[config.mk]
export PLATFORM = sky130hd
export DESIGN_NAME = br_commit_queue
export DESIGN_NICKNAME = d
export VERILOG_FILES = /design/src/rtl/br_commit_queue_pkg.sv /design/src/rtl/br_commit_queue_miss_chk.sv /design/src/rtl/br_commit_queue.sv
export SDC_FILE = /design/constraint.sdc
export NUM_CORES = 2
export LEC_CHECK = 0
export ABC_AREA = 1
export CORE_UTILIZATION = 45
export CTS_CLUSTER_DIAMETER = 50
export CTS_CLUSTER_SIZE = 8
export DETAILED_ROUTE_END_ITERATION = 8
export GPL_TIMING_DRIVEN = 0
export MAX_ROUTING_LAYER = met4
export SLEW_MARGIN = 15
export SYNTH_ARGS = -nofsm -noshare
export SYNTH_HDL_FRONTEND = slang
export SYNTH_SLANG_ARGS = --single-unit
[constraint.sdc]
create_clock -name clk -period 3.9 [get_ports clk]
set_clock_uncertainty 0.05 [all_clocks]
set_input_delay 0.78 -clock clk [delete_from_list [all_inputs] [get_ports clk]]
set_output_delay 0.78 -clock clk [all_outputs]
set_load 0.005 [all_outputs]
[src/rtl/br_commit_queue_pkg.sv]
// Shared entry type, sizing defaults and training-strobe polarity macros
// for the in-order branch commit queue.
`ifndef Enable_
`define Enable_ 1'b0
`endif
`ifndef Disable_
`define Disable_ 1'b1
`endif

package br_commit_queue_pkg;

    localparam int BrqDepthDef = 8;
    localparam int BrqAddrDef  = 32;
    localparam int BrqTagW     = $clog2(BrqDepthDef);

    // Direction bits are stored active-high (1 = taken).
    typedef struct packed {
        logic                  valid;
        logic                  resolved;
        logic                  jump;
        logic [BrqAddrDef-1:0] pc;
        logic                  pred_taken;
        logic [BrqAddrDef-1:0] pred_addr;
        logic                  act_taken;
        logic [BrqAddrDef-1:0] act_addr;
    } brq_entry_t;

endpackage

[src/rtl/br_commit_queue_miss_chk.sv]
// Combinational commit/miss evaluation of one queue entry, producing the
// next values of the active-low BTB training strobes.
`ifndef Enable_
`define Enable_ 1'b0
`endif
`ifndef Disable_
`define Disable_ 1'b1
`endif

module brq_miss_chk
    import br_commit_queue_pkg::*;
(
    input  brq_entry_t            ent,
    input  logic                  en,
    output logic                  commit,
    output logic                  miss,
    output logic                  br_commit_,
    output logic                  br_taken_,
    output logic                  br_miss_,
    output logic                  jump_commit_,
    output logic                  jump_miss_,
    output logic [BrqAddrDef-1:0] com_pc,
    output logic [BrqAddrDef-1:0] com_tar
);

    logic br_miss;
    logic jump_miss;

    always_comb begin
        br_miss      = (ent.pred_taken != ent.act_taken) ||
                       (ent.act_taken && (ent.pred_addr != ent.act_addr));
        jump_miss    = !ent.pred_taken || (ent.pred_addr != ent.act_addr);
        commit       = en && ent.valid && ent.resolved;
        miss         = commit && (ent.jump ? jump_miss : br_miss);
        br_commit_   = `Disable_;
        br_taken_    = `Disable_;
        br_miss_     = `Disable_;
        jump_commit_ = `Disable_;
        jump_miss_   = `Disable_;
        com_pc       = ent.pc;
        com_tar      = ent.act_addr;
        if (commit) begin
            if (ent.jump) begin
                jump_commit_ = `Enable_;
                jump_miss_   = jump_miss ? `Enable_ : `Disable_;
            end else begin
                br_commit_   = `Enable_;
                br_taken_    = ent.act_taken ? `Enable_ : `Disable_;
                br_miss_     = br_miss ? `Enable_ : `Disable_;
            end
        end
    end

endmodule

[src/rtl/br_commit_queue.sv]
// In-order branch resolution queue feeding BTB training strobes.
// Optional feature macro: BRQ_STAT_EN adds commit/miss statistics counters.
`ifndef Enable_
`define Enable_ 1'b0
`endif
`ifndef Disable_
`define Disable_ 1'b1
`endif

module br_commit_queue
    import br_commit_queue_pkg::*;
#(
    parameter  int ADDR  = BrqAddrDef,   // entry fields are BrqAddrDef wide
    parameter  int DEPTH = BrqDepthDef,
    localparam int TAG   = $clog2(DEPTH)
) (
    input  logic            clk,
    input  logic            reset_,
    input  logic            flush_,
    input  logic            alloc_,
    input  logic            alloc_jump_,
    input  logic [ADDR-1:0] alloc_pc,
    input  logic            alloc_pred_taken_,
    input  logic [ADDR-1:0] alloc_pred_addr,
    output logic [TAG-1:0]  alloc_tag,
    output logic            brq_full,
    input  logic            res_,
    input  logic [TAG-1:0]  res_tag,
    input  logic            res_taken_,
    input  logic [ADDR-1:0] res_addr,
    output logic            br_commit_,
    output logic            br_taken_,
    output logic            br_miss_,
    output logic            jump_commit_,
    output logic            jump_miss_,
    output logic [ADDR-1:0] com_addr,
    output logic [ADDR-1:0] com_tar_addr
`ifdef BRQ_STAT_EN
    ,
    output logic [31:0]     stat_commit,
    output logic [31:0]     stat_miss
`endif
);

    brq_entry_t      entries_q [DEPTH];
    brq_entry_t      entries_d [DEPTH];
    logic [TAG-1:0]  head_q, head_d;
    logic [TAG-1:0]  tail_q, tail_d;
    logic [TAG:0]    count_q, count_d;

    logic            br_commit_q, br_commit_d;
    logic            br_taken_q, br_taken_d;
    logic            br_miss_q, br_miss_d;
    logic            jump_commit_q, jump_commit_d;
    logic            jump_miss_q, jump_miss_d;
    logic [ADDR-1:0] com_addr_q, com_addr_d;
    logic [ADDR-1:0] com_tar_addr_q, com_tar_addr_d;

    logic            do_flush;
    logic            do_res;
    logic            do_alloc;
    logic            commit;
    logic            miss;
    logic            chk_br_commit_, chk_br_taken_, chk_br_miss_;
    logic            chk_jump_commit_, chk_jump_miss_;
    logic [ADDR-1:0] chk_pc, chk_tar;

    assign alloc_tag    = tail_q;
    assign brq_full     = (count_q == (TAG+1)'(DEPTH));
    assign br_commit_   = br_commit_q;
    assign br_taken_    = br_taken_q;
    assign br_miss_     = br_miss_q;
    assign jump_commit_ = jump_commit_q;
    assign jump_miss_   = jump_miss_q;
    assign com_addr     = com_addr_q;
    assign com_tar_addr = com_tar_addr_q;

    // A flush in the same cycle suppresses the head commit entirely.
    brq_miss_chk u_miss_chk (
        .ent          (entries_q[head_q]),
        .en           (flush_),
        .commit       (commit),
        .miss         (miss),
        .br_commit_   (chk_br_commit_),
        .br_taken_    (chk_br_taken_),
        .br_miss_     (chk_br_miss_),
        .jump_commit_ (chk_jump_commit_),
        .jump_miss_   (chk_jump_miss_),
        .com_pc       (chk_pc),
        .com_tar      (chk_tar)
    );

    always_comb begin
        entries_d      = entries_q;
        head_d         = head_q;
        tail_d         = tail_q;
        count_d        = count_q;
        br_commit_d    = `Disable_;
        br_taken_d     = `Disable_;
        br_miss_d      = `Disable_;
        jump_commit_d  = `Disable_;
        jump_miss_d    = `Disable_;
        com_addr_d     = com_addr_q;
        com_tar_addr_d = com_tar_addr_q;
        do_flush       = !flush_;
        do_res         = !res_ && entries_q[res_tag].valid && !do_flush;
        do_alloc       = !alloc_ && !brq_full && !do_flush && !miss;

        if (do_flush) begin
            for (int i = 0; i < DEPTH; i++) entries_d[i].valid = 1'b0;
            head_d  = '0;
            tail_d  = '0;
            count_d = '0;
        end else begin
            if (do_res) begin
                entries_d[res_tag].resolved  = 1'b1;
                entries_d[res_tag].act_taken = !res_taken_;
                entries_d[res_tag].act_addr  = res_addr;
            end
            // Pop is applied after resolve so a pop always wins on the head entry.
            if (commit) begin
                br_commit_d    = chk_br_commit_;
                br_taken_d     = chk_br_taken_;
                br_miss_d      = chk_br_miss_;
                jump_commit_d  = chk_jump_commit_;
                jump_miss_d    = chk_jump_miss_;
                com_addr_d     = chk_pc;
                com_tar_addr_d = chk_tar;
                entries_d[head_q].valid = 1'b0;
                head_d = head_q + TAG'(1);
            end
            if (miss) begin
                // Younger entries are wrong-path once the head mispredicts.
                for (int i = 0; i < DEPTH; i++) entries_d[i].valid = 1'b0;
                head_d  = '0;
                tail_d  = '0;
                count_d = '0;
            end else begin
                if (do_alloc) begin
                    entries_d[tail_q].valid      = 1'b1;
                    entries_d[tail_q].resolved   = 1'b0;
                    entries_d[tail_q].jump       = !alloc_jump_;
                    entries_d[tail_q].pc         = alloc_pc;
                    entries_d[tail_q].pred_taken = !alloc_pred_taken_;
                    entries_d[tail_q].pred_addr  = alloc_pred_addr;
                    entries_d[tail_q].act_taken  = 1'b0;
                    entries_d[tail_q].act_addr   = '0;
                    tail_d = tail_q + TAG'(1);
                end
                count_d = count_q + (TAG+1)'(do_alloc) - (TAG+1)'(commit);
            end
        end
    end

    always_ff @(posedge clk) begin
        if (!reset_) begin
            for (int i = 0; i < DEPTH; i++) entries_q[i] <= '0;
            head_q         <= '0;
            tail_q         <= '0;
            count_q        <= '0;
            br_commit_q    <= `Disable_;
            br_taken_q     <= `Disable_;
            br_miss_q      <= `Disable_;
            jump_commit_q  <= `Disable_;
            jump_miss_q    <= `Disable_;
            com_addr_q     <= '0;
            com_tar_addr_q <= '0;
        end else begin
            entries_q      <= entries_d;
            head_q         <= head_d;
            tail_q         <= tail_d;
            count_q        <= count_d;
            br_commit_q    <= br_commit_d;
            br_taken_q     <= br_taken_d;
            br_miss_q      <= br_miss_d;
            jump_commit_q  <= jump_commit_d;
            jump_miss_q    <= jump_miss_d;
            com_addr_q     <= com_addr_d;
            com_tar_addr_q <= com_tar_addr_d;
        end
    end

`ifdef BRQ_STAT_EN
    // Statistics survive flushes; only reset clears them.
    logic [31:0] stat_commit_q, stat_commit_d;
    logic [31:0] stat_miss_q, stat_miss_d;

    always_comb begin
        stat_commit_d = stat_commit_q + 32'(commit);
        stat_miss_d   = stat_miss_q + 32'(miss);
    end

    always_ff @(posedge clk) begin
        if (!reset_) begin
            stat_commit_q <= '0;
            stat_miss_q   <= '0;
        end else begin
            stat_commit_q <= stat_commit_d;
            stat_miss_q   <= stat_miss_d;
        end
    end

    assign stat_commit = stat_commit_q;
    assign stat_miss   = stat_miss_q;
`endif

endmodule
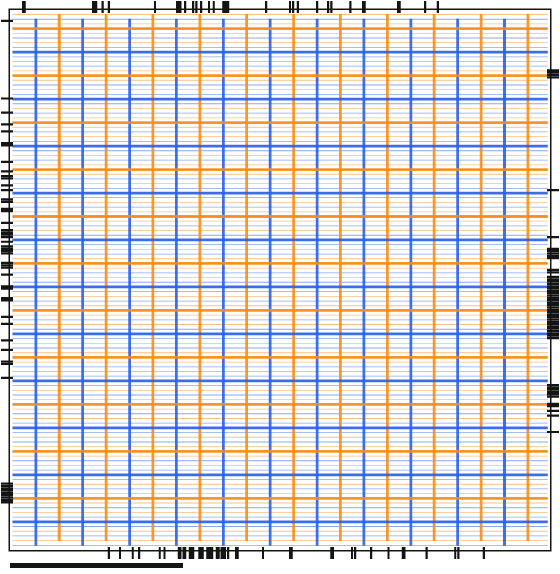
*Power grid*
Bar = 100 um. Pins as bars on the die edge.
Key: orange = VDD; blue = VSS
The core has 113 rows. 22 straps on met5. 180 signal pins sit on the boundary. 114 met1 rails follow the rows. 22 straps on met4.

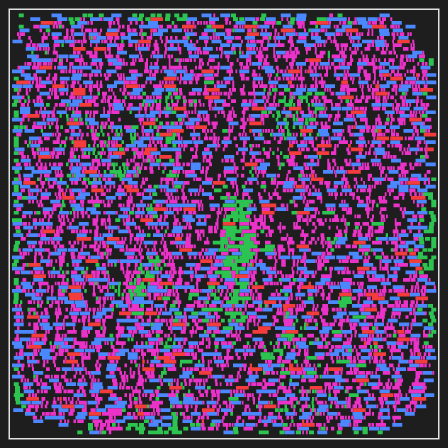
*Cells colored by class*
Key: magenta = combinational and other logic [cells 5424, share of their area 46%]; red = clock drivers and dummy loads [cells 195, share of their area 7.9%]; green = remaining buffers and delay cells [cells 738, share of their area 12%]; blue = sequential cells [cells 887, share of their area 34%]

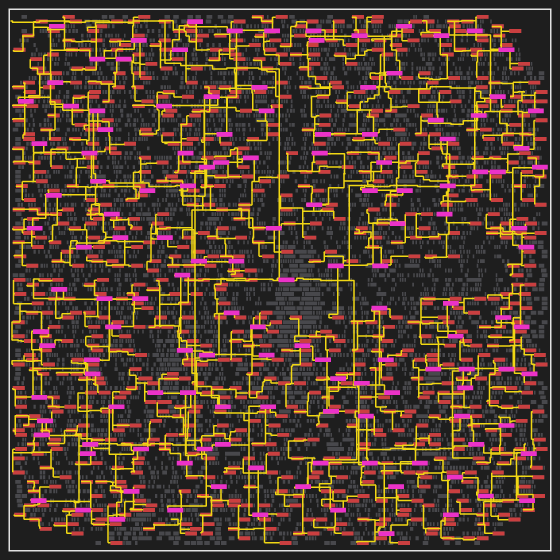
*Clock distribution*
Key: magenta = clock drivers [count 138]; yellow = clock wires [length 13500 um]; red = flip-flops [count 887]
Position of the flops: all over the die. There are 139 routed clock nets.

==> flow_summary_export.csv <==
group,metric,value,unit
power,design_power,22.03,mW
synth,synth_area_leader,"dfxtp_1",
flow_run,max_cap_violations,0,
grt,grt_max_degree,17,
sta,final_critical_path_setup_slack,-0.2974,ns
synth,synthesis.yosys.warnings,0,
clock_network,number_of_buffers_added_by_the_clock_tree_synthesis_step,138,
power,max-vdd-ir-drop,0.3562,mV
die,core_area,95290,um2
place,portBuffers,179,
synth,postSynthAreaPerCell,6.390,um2
detailed_routing,drt_drc_violations_left,0,
grt,globalRouteOverflowTotal,0,
worst_setup_path,crit_required,4.46,ns
synth,share_of_the_synthesized_area_in_the_top_cell_type,40.88,%
sta,max_freq,238.2,MHz
worst_setup_path,cp_max_stage_cell,"dfxtp_4",
detailed_routing,drt-pass1-iter-count,8,
clock_network,clockBufferDepth,3,
clock_network,cts_root_buf,"clkbuf_16",
die,horiz_die_dim,312.7,um
sta,final-max-slew-violation-count,0,
synth,yosysChipArea,43440,um2
sta,slew_at_the_pin_with_the_worst_max_slew_slack,1.351,ns
grt,grtUsageTotal,43.94,%
finish,post_route_cells_drive_above_1_share,9.235,%
finish,fin_cells,8529,
synth,syn_area,43440,um2
finish,post-route-util,56.50,%
detailed_routing,drt_iter0_markers,5840,
worst_setup_path,timing.critical_path.slowest_cell_delay,0.39,ns
clock_network,htreeDepth,4,
die,initCoreUtil,45.58,%
worst_setup_path,crit_path_max_fanout,10,
run_status,run_status,"finished with violations",
sta,timing.max_slew.rel_slack,9.954,%
die,die_height,312.7,um
flow_run,stage_log_warnings,28,
worst_setup_path,crit_chain,"buf_12 -> inv_16 -> buf_16 -> buf_12 -> o211ai_1 -> nand2_1 -> nor2_2 -> nand2_1 -> nand2_2 -> nand2_2 -> nor2_4 -> nand2_2 -> nor2_4 -> nand2_4 -> nand2_4 -> nand3_4 -> nand2_4 -> buf_12 -> nand3_2 -> clkinvlp_4 -> buf_4 -> buf_2 -> nor3_1",
detailed_routing,ant_nets,0,
worst_setup_path,critical_path.n_buffers_inverters,8,
die,io-pin-count,180,
synth,ys_cells,6798,
finish,area.growth.synth_to_final,23.95,%
sta,grt_setup_unrepaired,"yes",
power,p_leak,24.49,nW
worst_setup_path,timing.critical_path.max_delay_family,"simple AND/OR/NAND/NOR gates",
power,power.density,409.1,nW/um2
worst_setup_path,critical_path.startpoint_type,"flip-flop",
sta,final-hold-violation-count,0,
sta,final_critical_path_share_of_the_clock_period,107.6,%
worst_hold_path,holdPathStages,2,
synth,synthesis.instances,6798,
synth,post_synth_main_area_contributors,"dfxtp_1 (41%), nand2_1 (13%), inv_1 (8.9%), nor2_1 (8.2%), o21ai_0 (7.5%)",
detailed_routing,detail_route.wirelength,214.9,mm
place,preCtsSetupSlack,-2.384,ns
synth,netlist_top_cells_count,"nand2_1 (1562), inv_1 (1035), nor2_1 (944)",
grt,via_count_of_the_first_global_routing_pass,43491,
synth,ys_seq_share,40.88,%
worst_setup_path,cp_data_arrival_time,4.75,ns
clock_network,cts.reportedPaths.clkPinSlew,0.05,ns
clock_network,insertion_delay,0.78,ns
worst_setup_path,reg2reg_depth,23,
worst_hold_path,holdCritPathClass,"flip-flop to flip-flop",
grt,grt_antenna_before_repair,12,
place,total_half_perimeter_wirelength_after_legalization_and_detailed_placement,148.9,mm
synth,ff_type,"dfxtp_1",
sta,layout_min_cycle_time,4.197,ns
detailed_routing,viasPerCell,5.600,
die,chipArea,97780,um2
worst_setup_path,cp_capture_type,"flip-flop",
run_status,violations,"setup timing",
finish,num-nets-final,7304,
sta,timing.final.setup_violations,203,
detailed_routing,detailroute.via_count,47759,
synth,fp_nets,6913,
worst_setup_path,criticalPathCategory,"flip-flop to flip-flop",
die,floorplan.rows,113,
synth,netlist-cell-type-count,32,
synth,edf_count,0,
clock_network,tritoncts_num_sinks,887,
place,numPlacedInstances,8243,
synth,ys_seq_elements,887,
synth,yosysMostFrequentCell,"nand2_1",
clock_network,cts_tree,"yes",
synth,async_reset_ff_share,0,%
place,gp_congestion,1.010,
worst_setup_path,worst-path-stages,23,
detailed_routing,routed_wire_length_per_instance,25.20,um
grt,grt_first_pass_wirelength,300.8,mm
cells in the final DEF, fill, tap and decap left out, drive strengths merged, types with 75 or more instances in the layout:
cell | Yosys | routed
nor3 | 276 | 276
o21ai | 686 | 686
o211ai | 75 | 75
clkdlybuf4s50 | 0 | 179
nand4 | 275 | 275
nand2 | 1563 | 1563
a21oi | 222 | 222
nand3 | 230 | 230
nor2 | 945 | 945
inv | 1047 | 1049
dfxtp | 887 | 887
buf | 223 | 275
clkbuf | 264 | 459
area by class of cell:
cell class	instances	area, um2
Buffer	487	3405
Timing Repair Buffer	251	2663
Tap cell	1265	1583
Sequential cell	887	17770
Multi-Input combinational cell	4374	20250
Clock buffer	176	3875
Inverter	1050	4021
Clock inverter	19	225.2
Antenna cell	20	50.05
Fill cell	9564	41450
power breakdown:
part | internal, mW | switching [mW]
sequential | 9.14 | 0.0298
clock | 7.13 | 4.47
combinational | 0.354 | 0.906
worst paths after layout:
path                                  endpoint  slack, ns      startpoint
worst max-delay path            entries_q[407]      -0.30       head_q[0]
worst max register to register  entries_q[407]      -0.30       head_q[0]
worst min register to register  entries_q[598]       0.42  entries_q[598]
worst min-delay path            entries_q[598]       0.42  entries_q[598]
layer usage:
metal	wire length (um)	global-route usage, %	vias up
met5	0	-	-
met4	16520	30.27	0
met3	25710	12.29	756
met2	90410	62.74	2899
met1	82300	53.43	21989
li1	-	-	22115
through the flow:
step,hold WS (ns),instance area [um2],TNS [ns]
global route,0.4394,53820,-32.36
floorplan,0.3964,43440,0
finish,0.4227,53840,-24.97
detailed placement,0.4152,46840,-1515.21
CTS,0.4266,52840,-13.46
global placement,0.4059,46810,-1761.79
state kept, by name (all words and copies together) (netlist names):
register and count:
br_commit_ 1, alloc_tag 3, count_q 4, head_q 3, br_taken_ 1, jump_commit_ 1
entries_q 808, com_tar_addr 32, jump_miss_ 1, br_miss_ 1, com_addr 32
worst register-to-register path: stages, from the launching register on:
cell and delay (ns):
dfxtp_4 0.39, buf_12 0.18, inv_16 0.08, buf_16 0.17, buf_12 0.18, o211ai_1 0.34
nand2_1 0.16, nor2_2 0.13, nand2_1 0.07, nand2_2 0.09, nand2_2 0.07, nor2_4 0.11
nand2_2 0.07, nor2_4 0.13, nand2_4 0.12, nand2_4 0.10, nand3_4 0.11, nand2_4 0.14
buf_12 0.14, nand3_2 0.37, clkinvlp_4 0.23, buf_4 0.18, buf_2 0.33, nor3_1 0.08
what timing repair did:
action                                 4_1_cts  5_1_grt
buffers inserted                            39       23
setup endpoints to repair                  883      815
endpoints found under the hold margin        0        0
gates resized                              444      223
cloned                                       3        7
pin swaps                                   34       37
hold buffers                                 0        0
cell families after synthesis:
kind of cell,synth area share [%]
mux,0.9678
xor+xnor,0.08064
fa+ha+maj,0.2477
buf+inv,13.82
compound gates,11.96
flops,40.88
simple gates,32.05
Power is estimated from default activity; no workload was simulated.
